Design btn_press_detector, sky130hd; sources not shown.
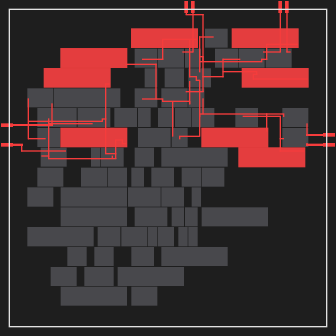
**Above:** I/O nets highlighted.
port	colour	bits	direction	edge	end cells	buffers	wire
press_count	red	8	output	4 top, 2 left, 2 right	8	8	241 um
Port Buffers: 12
top-level I/O count: 13

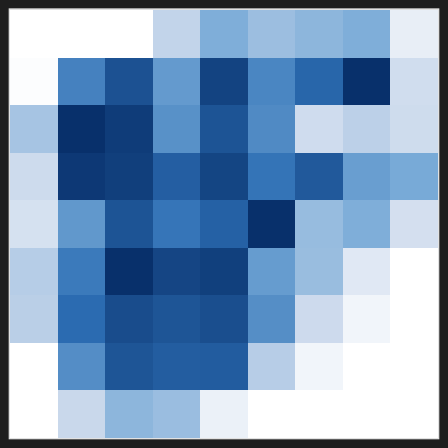
**Above:** local utilization.
The die is cut into 9 by 9 equal tiles; white is low, dark blue is high, 0 to 100% covered.
nearly empty tiles	17%
densest ninth of the die	centre
fullest tile	100%
Initial Util: 51.4%
Core Util, Final: 62.5%
CORE AREA: 1470 um^2

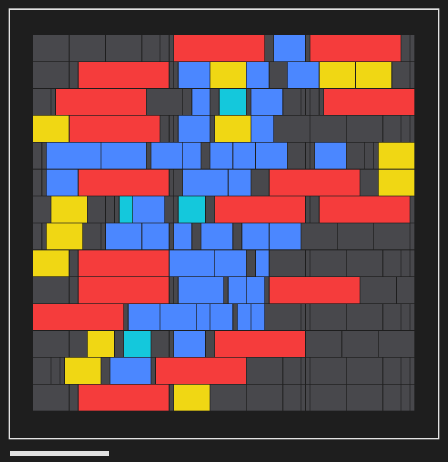
**Above:** cell classes on the final placement.
Scale bar: 10 um. Fill, decap, tap and diode cells in grey.
class	colour	cells	share of their area
other buffers and delay cells	yellow	13	14%
flops	red	17	47%
clock drivers and dummy loads	cyan	4	2.9%
combinational and other logic	blue	40	36%
Seq/total area: 46.3%
post-route cell area: 920 um^2
Cell Rows: 14

==> results.cfg <==
; physical design summary
[finish]
largest_cell_class = sequential cells
fin_nets = 80
comb_area_um2 = 320
lay_top_count = dfrtp_1
logic_gates = 40
flop-count = 17
clockBufferCount = 4
clock_cell_area_share_pct = 2.86
n_all_inverters = 0
fillCellCount = 122
fin_cells = 90
drive_above_1_share_pct = 12.2
sh_comb_area_pct = 34.8
final_cell_mix = 17 x dfrtp_1, 12 x clkdlybuf4s50_1, 7 x xnor2_1
num-nonclk-buffers = 13
area_delta_synth_final_pct = 21.5
final-nonclk-buf-share_pct = 13.9

[grt]
use_met1_pct = 21.4
met2_usage_pct = 23.9
antenna_found_initial = 0
overflow = 0
grt_pass1_vias = 514
grt_max_degree = 18
grt_util_met3_pct = 5.11
grt_usage_pct = 16.3
grt_pass1_wl_um = 2210
busiest_layer = met2

[final_timing]
slew_headroom_pct = 84.3
setup_violations = 0
fin_crit_ns = 1.84
rsz0062_at_grt = no
period_used_pct = 87.5
finalSetupTns_ns = 0
timing.hold.ws_ns = 0.258
worstMarginPinSlew_ns = 0.235
drv_slew = 0
fin_ws_ns = 0.262
hold_viol = 0

[placed_design]
dpl_cell_area_um2 = 893
gp_congestion = 0.826
dp_slack_ns = 0.540
dp_hpwl_um = 861
dp.cells = 86

[cts]
cts.htree.levels = 1
insertion_delay_ns = 0.29
cts_resized = 0
cts_buffers = 3
post_cts.repair.setup_buffers = 0
postCtsHoldBufs = 0
clock_path_buffers = 2
clock-root-buffer = clkbuf_4
clk_pin_slew_ns = 0.09
cts.sinks = 17

[power_and_ir_drop]
leakage_uw = 0.000415
p_seq_uw = 340
total_power_uw = 538
clockPowerShare_pct = 32.5
maxPowerGroup = registers
peakVddDrop_uv = 443
comb-power_uw = 23.2
switchingPower_uw = 119
p_seq_share_pct = 63.2
switching_share_pct = 22.0
p_clk_uw = 175
p_per_area_nw_per_um2 = 585

[synth]
muxShareOfSynthArea_pct = 3.47
synth.avg_cell_area_um2 = 13.1
adder_share_pct = 3.31
ys_sh_xor_pct = 11.6
ys_seq_share_pct = 56.2
synthDistinctLibCells = 21
ys_cells = 58
yosys.area_share.aoi_pct = 4.96
yosys.area_share.simple_pct = 19.0
syn_area_um2 = 757
logic_family = simple AND/OR/NAND/NOR gates
yosysWarnings = 6
syn-instance-count = 58
fp_nets = 63
yosys_area_um2 = 757

[worst_setup_path]
cp_num_cells = 1
ff2ff_path_depth = 4
worstSetupPathType = flip-flop to output port
path_buffers = 1
crit_path_max_incr_delay_ns = 0.55
crit_slowest_cell = clkdlybuf4s50_1
required_ns = 1.58
crit_chain = clkdlybuf4s50_1
cp-end-kind = output port
arrival_ns = 1.32
worstSetupStartpointType = flip-flop
critical_path.max_fanout = 8

[die]
die_width_um = 43.3
taps = 16
dieArea_um2 = 1880

[detailed_routing]
met2WireLength_um = 551
finalWirelength_um = 1200
routed.top_layer = met4
wire_per_inst_um = 13.3
vias_per_cell = 5.57
first_pass_iters = 4
ant_nets = 0
vias = 501
wl_met3_um = 43
detail_route.iter0.violations = 6
wl_met1_um = 586

[min_path]
hold_path.class = flip-flop to flip-flop
min_delay_path_depth = 0

[run_status]
status = complete, no violations

[job]
warnings = 26
## synth_stat cells
cell | number | area share, %
and2_4 | 1 | 1.2
ha_1 | 2 | 3.3
dfrtp_1 | 17 | 56
nand4_1 | 4 | 3.3
mux2_2 | 1 | 1.5
and2_1 | 2 | 1.7
nand3_1 | 3 | 2.0
xor2_1 | 3 | 3.5
nand3b_1 | 1 | 0.99
o31ai_1 | 1 | 0.99
buf_6 | 1 | 1.5
and3b_4 | 1 | 1.7
and4bb_2 | 1 | 1.7
a32o_1 | 1 | 1.3
o211a_1 | 1 | 1.3
xnor2_1 | 7 | 8.1
nand2_1 | 4 | 2.0
and3b_1 | 2 | 2.3
o21ai_0 | 2 | 1.3
and4_1 | 2 | 2.3
mux2_4 | 1 | 2.0
